### src/rtl/stage_fetch0_pkg.sv
// Shared fetch0 definitions: default reset vector, fetch state enum and PC increment helper.
package stage_fetch0_pkg;

  localparam logic [31:0] DEFAULT_RESET_VEC = 32'h0000_0000;

  typedef enum logic [0:0] {
    RUN  = 1'b0,
    HALT = 1'b1
  } fetch_state_e;

  // Word-address increment; wraps naturally at 30 bits.
  function automatic logic [29:0] pc_incr(input logic [29:0] pc);
    return pc + 30'd1;
  endfunction

endpackage

### src/rtl/stage_fetch0_if.sv
// Fetch0 bundle: fetch1 handshake, icache read address and execute/CSR redirect inputs.
interface stage_fetch0_if;

  logic        fe1_stall;
  logic        fe1_exc;
  logic        fe0_valid;
  logic [29:0] fe0_read_addr;
  logic [19:0] fe0_ic_read_vpn;
  logic [9:0]  fe0_ic_read_index;
  logic        ex_br_taken;
  logic [29:0] ex_br_target;
  logic        csr_kill;
  logic [29:0] csr_newpc;

  modport master (
    input  fe1_stall, fe1_exc, ex_br_taken, ex_br_target, csr_kill, csr_newpc,
    output fe0_valid, fe0_read_addr, fe0_ic_read_vpn, fe0_ic_read_index
  );

  modport slave (
    output fe1_stall, fe1_exc, ex_br_taken, ex_br_target, csr_kill, csr_newpc,
    input  fe0_valid, fe0_read_addr, fe0_ic_read_vpn, fe0_ic_read_index
  );

endinterface

### src/rtl/stage_fetch0_perf_ctr.sv
// Single 32-bit wrapping event counter used by the fetch0 performance monitors.
module fetch0_perf_ctr (
  input  logic        clk_core,
  input  logic        reset_n,
  input  logic        inc,
  output logic [31:0] count
);

  logic [31:0] count_r;

  // Count one event per cycle, synchronous active-low clear.
  always_ff @(posedge clk_core) begin
    if (!reset_n) begin
      count_r <= 32'd0;
    end else if (inc) begin
      count_r <= count_r + 32'd1;
    end else begin
      count_r <= count_r;
    end
  end

  assign count = count_r;

endmodule

### src/rtl/stage_fetch0.sv
// First fetch stage: owns the fetch PC, applies execute/CSR redirects, drives the icache read address.
// Optional performance counters are built only when FETCH0_PERF_EN is defined.
module stage_fetch0
  import stage_fetch0_pkg::*;
#(
  parameter logic [31:0] RESET_VEC = DEFAULT_RESET_VEC
) (
  input  logic                 clk_core,
  input  logic                 reset_n,
  stage_fetch0_if.master       fe
`ifdef FETCH0_PERF_EN
  ,
  output logic [31:0]          fe0_perf_fetch,
  output logic [31:0]          fe0_perf_redirect,
  output logic [31:0]          fe0_perf_stall
`endif
);

  logic [29:0]  pc_r, pc_s;
  logic         valid_r;
  logic [29:0]  hold_pc_r, hold_pc_s;
  logic         pend_r, pend_s;
  logic [29:0]  pend_pc_r, pend_pc_s;
  fetch_state_e state_r, state_s;

  logic         redir_s;
  logic [29:0]  redir_pc_s;
  logic [29:0]  ic_addr_s;
  logic         fe0_valid_s;

  assign redir_s     = fe.csr_kill | fe.ex_br_taken;
  assign redir_pc_s  = fe.csr_kill ? fe.csr_newpc : fe.ex_br_target;
  assign fe0_valid_s = valid_r & ~pend_r & ~redir_s & (state_r == RUN);

  // A stalled fetch1 keeps re-reading the line it already accepted.
  assign ic_addr_s = fe.fe1_stall ? hold_pc_r : pc_r;

  assign fe.fe0_valid         = fe0_valid_s;
  assign fe.fe0_read_addr     = pc_r;
  assign fe.fe0_ic_read_vpn   = ic_addr_s[29:10];
  assign fe.fe0_ic_read_index = ic_addr_s[9:0];

  // Next-PC selection, pending-redirect capture and RUN/HALT transitions.
  always_comb begin
    pc_s      = pc_r;
    hold_pc_s = hold_pc_r;
    pend_s    = pend_r;
    pend_pc_s = pend_pc_r;
    state_s   = state_r;

    if (!fe.fe1_stall) begin
      hold_pc_s = pc_r;
      // A live redirect is newer than anything pending, so it also retires the pending one.
      if (redir_s) begin
        pc_s   = redir_pc_s;
        pend_s = 1'b0;
      end else if (pend_r) begin
        pc_s   = pend_pc_r;
        pend_s = 1'b0;
      end else if (valid_r && (state_r == RUN)) begin
        pc_s = pc_incr(pc_r);
      end else begin
        pc_s = pc_r;
      end
    end else begin
      if (redir_s) begin
        pend_s    = 1'b1;
        pend_pc_s = redir_pc_s;
      end else begin
        pend_s = pend_r;
      end
    end

    case (state_r)
      RUN: begin
        if (!redir_s && fe.fe1_exc && !fe.fe1_stall) begin
          state_s = HALT;
        end else begin
          state_s = RUN;
        end
      end
      HALT: begin
        if (redir_s) begin
          state_s = RUN;
        end else begin
          state_s = HALT;
        end
      end
      default: state_s = RUN;
    endcase
  end

  // Fetch state registers with synchronous active-low reset.
  always_ff @(posedge clk_core) begin
    if (!reset_n) begin
      pc_r      <= RESET_VEC[31:2];
      valid_r   <= 1'b1;
      hold_pc_r <= RESET_VEC[31:2];
      pend_r    <= 1'b0;
      pend_pc_r <= RESET_VEC[31:2];
      state_r   <= RUN;
    end else begin
      pc_r      <= pc_s;
      valid_r   <= 1'b1;
      hold_pc_r <= hold_pc_s;
      pend_r    <= pend_s;
      pend_pc_r <= pend_pc_s;
      state_r   <= state_s;
    end
  end

`ifdef FETCH0_PERF_EN
  fetch0_perf_ctr u_perf_fetch (
    .clk_core (clk_core),
    .reset_n  (reset_n),
    .inc      (fe0_valid_s & ~fe.fe1_stall),
    .count    (fe0_perf_fetch)
  );

  fetch0_perf_ctr u_perf_redirect (
    .clk_core (clk_core),
    .reset_n  (reset_n),
    .inc      (redir_s),
    .count    (fe0_perf_redirect)
  );

  fetch0_perf_ctr u_perf_stall (
    .clk_core (clk_core),
    .reset_n  (reset_n),
    .inc      (fe.fe1_stall & fe0_valid_s),
    .count    (fe0_perf_stall)
  );
`endif

endmodule

### src/flat_wrapper.sv
// flat-port wrapper written by rule: the top's interface ports become plain ports
module stage_fetch0_flat import stage_fetch0_pkg::*;
#(
  parameter logic [31:0] RESET_VEC = DEFAULT_RESET_VEC
)
  (clk_core, reset_n, fe_fe1_stall, fe_fe1_exc, fe_ex_br_taken, fe_ex_br_target, fe_csr_kill, fe_csr_newpc, fe_fe0_valid, fe_fe0_read_addr, fe_fe0_ic_read_vpn, fe_fe0_ic_read_index);
  stage_fetch0_if fe_i ();
  input  logic clk_core;
  input  logic reset_n;
  input wire logic [$bits(fe_i.fe1_stall)-1:0] fe_fe1_stall;
  input wire logic [$bits(fe_i.fe1_exc)-1:0] fe_fe1_exc;
  input wire logic [$bits(fe_i.ex_br_taken)-1:0] fe_ex_br_taken;
  input wire logic [$bits(fe_i.ex_br_target)-1:0] fe_ex_br_target;
  input wire logic [$bits(fe_i.csr_kill)-1:0] fe_csr_kill;
  input wire logic [$bits(fe_i.csr_newpc)-1:0] fe_csr_newpc;
  output wire logic [$bits(fe_i.fe0_valid)-1:0] fe_fe0_valid;
  output wire logic [$bits(fe_i.fe0_read_addr)-1:0] fe_fe0_read_addr;
  output wire logic [$bits(fe_i.fe0_ic_read_vpn)-1:0] fe_fe0_ic_read_vpn;
  output wire logic [$bits(fe_i.fe0_ic_read_index)-1:0] fe_fe0_ic_read_index;
  assign fe_i.fe1_stall = fe_fe1_stall;
  assign fe_i.fe1_exc = fe_fe1_exc;
  assign fe_i.ex_br_taken = fe_ex_br_taken;
  assign fe_i.ex_br_target = fe_ex_br_target;
  assign fe_i.csr_kill = fe_csr_kill;
  assign fe_i.csr_newpc = fe_csr_newpc;
  assign fe_fe0_valid = fe_i.fe0_valid;
  assign fe_fe0_read_addr = fe_i.fe0_read_addr;
  assign fe_fe0_ic_read_vpn = fe_i.fe0_ic_read_vpn;
  assign fe_fe0_ic_read_index = fe_i.fe0_ic_read_index;
  stage_fetch0 #(.RESET_VEC(RESET_VEC)) u_core (.clk_core(clk_core), .reset_n(reset_n), .fe(fe_i));
endmodule
### config.mk
export PLATFORM = sky130hd
export DESIGN_NAME = stage_fetch0_flat
export DESIGN_NICKNAME = d
export VERILOG_FILES = /design/src/rtl/stage_fetch0_pkg.sv /design/src/rtl/stage_fetch0_if.sv /design/src/rtl/stage_fetch0_perf_ctr.sv /design/src/rtl/stage_fetch0.sv /design/src/flat_wrapper.sv
export SDC_FILE = /design/constraint.sdc
export NUM_CORES = 1
export LEC_CHECK = 0
export ABC_AREA = 0
export CAP_MARGIN = 5
export CORE_MARGIN = 8
export CORE_UTILIZATION = 45
export DETAILED_ROUTE_END_ITERATION = 10
export PLACE_DENSITY = 0.8
export SLEW_MARGIN = 20
export SYNTH_ARGS = -nofsm -noshare
export SYNTH_HDL_FRONTEND = slang
export SYNTH_SLANG_ARGS = --single-unit
### constraint.sdc
create_clock -name clk_core -period 2.45 [get_ports clk_core]
set_input_delay 0.245 -clock clk_core [delete_from_list [all_inputs] [get_ports clk_core]]
set_output_delay 0.245 -clock clk_core [all_outputs]
set_load 0.05 [all_outputs]
==> images/port_nets.png <==
(3 px per um)
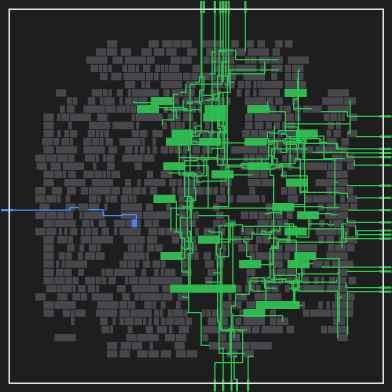
- fe_fe0_read_addr: green (bits 30; direction output; end cells 30; buffers 38; wire 2,630 um)
- fe_fe1_exc: blue (bits 1; direction input; end cells 1; buffers 1; wire 44.7 um)
IO Pins: 127
port buffer count: 126

==> images/met1.png <==
(4 px per um) Supply wires on this layer in grey. Cells faint in the background.
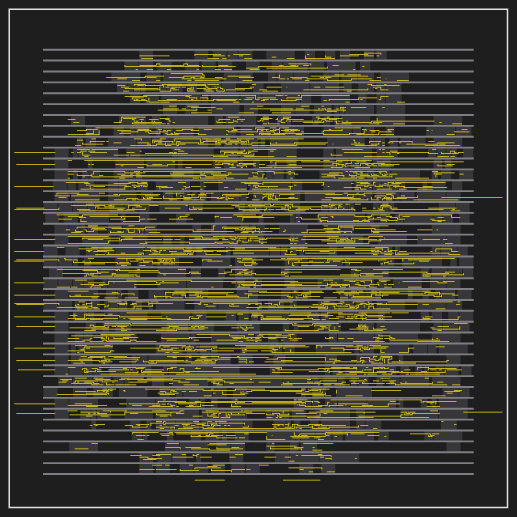
- main direction: horizontal
- wire length on this layer: 7,490 um
- share of all routed wire: 43%
Via Count: 5,496
WL final: 17.5 mm
met1 GRT Util: 0.293

==> images/final_placement.png <==
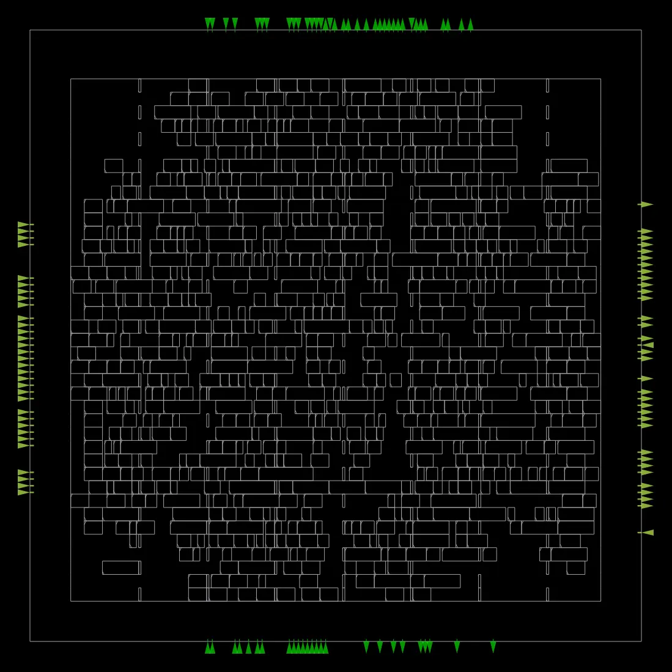
Post-Layout Cell Count: 895
Flops: 92
Rows: 39
core area: 0.0114 mm^2

==> run summary <==
clock share of power -> 0.359
Worst Path Required -> 2.69 ns
worst endpoint data arrival time -> 2.38 ns
hold slack -> 0.255 ns
Sw Pwr -> 1.29 mW
net count reported at finish -> 814
Die Ht -> 124 um
Hold Path Sink -> u_core.fe.fe0_read_addr[10]$_SDFFE_PN0P_
reg2reg path depth -> 5
initial DRC count -> 515
GRT Resource Usage Total -> 0.222
drt drc -> 0
critical-path cell list -> ha_1 -> nand3_1 -> nor4_2 -> o21ai_0 -> a32o_1
final hold vios -> 0
top_reg_cell synth -> dfxtp_1
status -> complete, no violations
Crit. End Element -> flop
Max-slew headroom -> 0.513
Mapped Cells -> 642
die span in x -> 124 um
WL met2 -> 8.14 mm
main logic family after synthesis -> simple AND/OR/NAND/NOR gates
Clk power -> 1.50 mW
global-route wire length before repair -> 27.3 mm
Comb gates -> 477
largest power group -> sequential cells
reg2reg start -> u_core.fe.fe0_read_addr[0]$_SDFFE_PN0P_
Root Driver -> clkbuf_16
Non-CTS inverters -> 11
dpl cells -> 879
hold bufs inserted after CTS -> 0
Lkg Pwr -> 2.63 nW
min cycle time layout -> 2.14 ns
Clock Buffer Count -> 10
DRT met1 WL -> 7.49 mm
max cap viols -> 0
Worst setup endpoint -> u_core.fe.fe0_read_addr[16]$_SDFFE_PN0P_
CP Buf/Inv Count -> 0
initial antenna violation count -> 0
Leading cell kind -> multi-input combinational cells
seq pwr -> 1.67 mW
register share after synthesis -> 0.350
Comb power -> 1.00 mW
CP startpoint -> u_core.fe.fe0_read_addr[0]$_SDFFE_PN0P_
Die Size -> 0.0154 mm^2
CTS clk-pin slew, worst paths -> 0.07 ns
Slew Viols, Final -> 0
wire length per cell -> 19.6 um
Cell Type Count -> 62
n_diodes -> 0
Critical Path Start Type -> flop
==> images/density.png <==
(3 px per um) The die is cut into 12 by 12 equal tiles; dark blue is low, red is high, 0 to 100% covered.
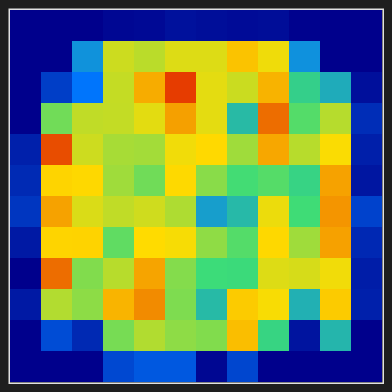
- densest ninth of the die: centre
- fullest tile: 93%
- mean over tiles: 44%
- tiles over 75% full: 19%
fin util: 0.612
Initial Utilization: 0.461

==> images/drive_strength.png <==
(3 px per um)
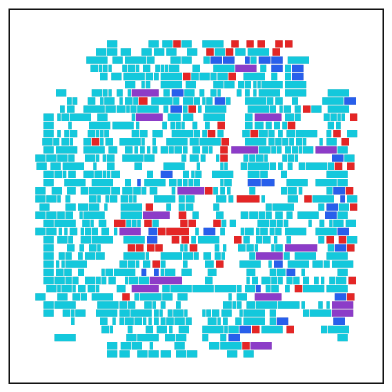
- drive 2: blue (cells 36)
- drive 1 or less: cyan (cells 638)
- drive 6 and up: purple (cells 17)
- drive 3 to 4: red (cells 61)
fin area: 0.00698 mm^2
Area Growth Syn to Fin: 32.6%
worst setup margin: 0.310 ns
Signal buffers: 156

No activity file was given, so power comes from the tool's default toggle rates.
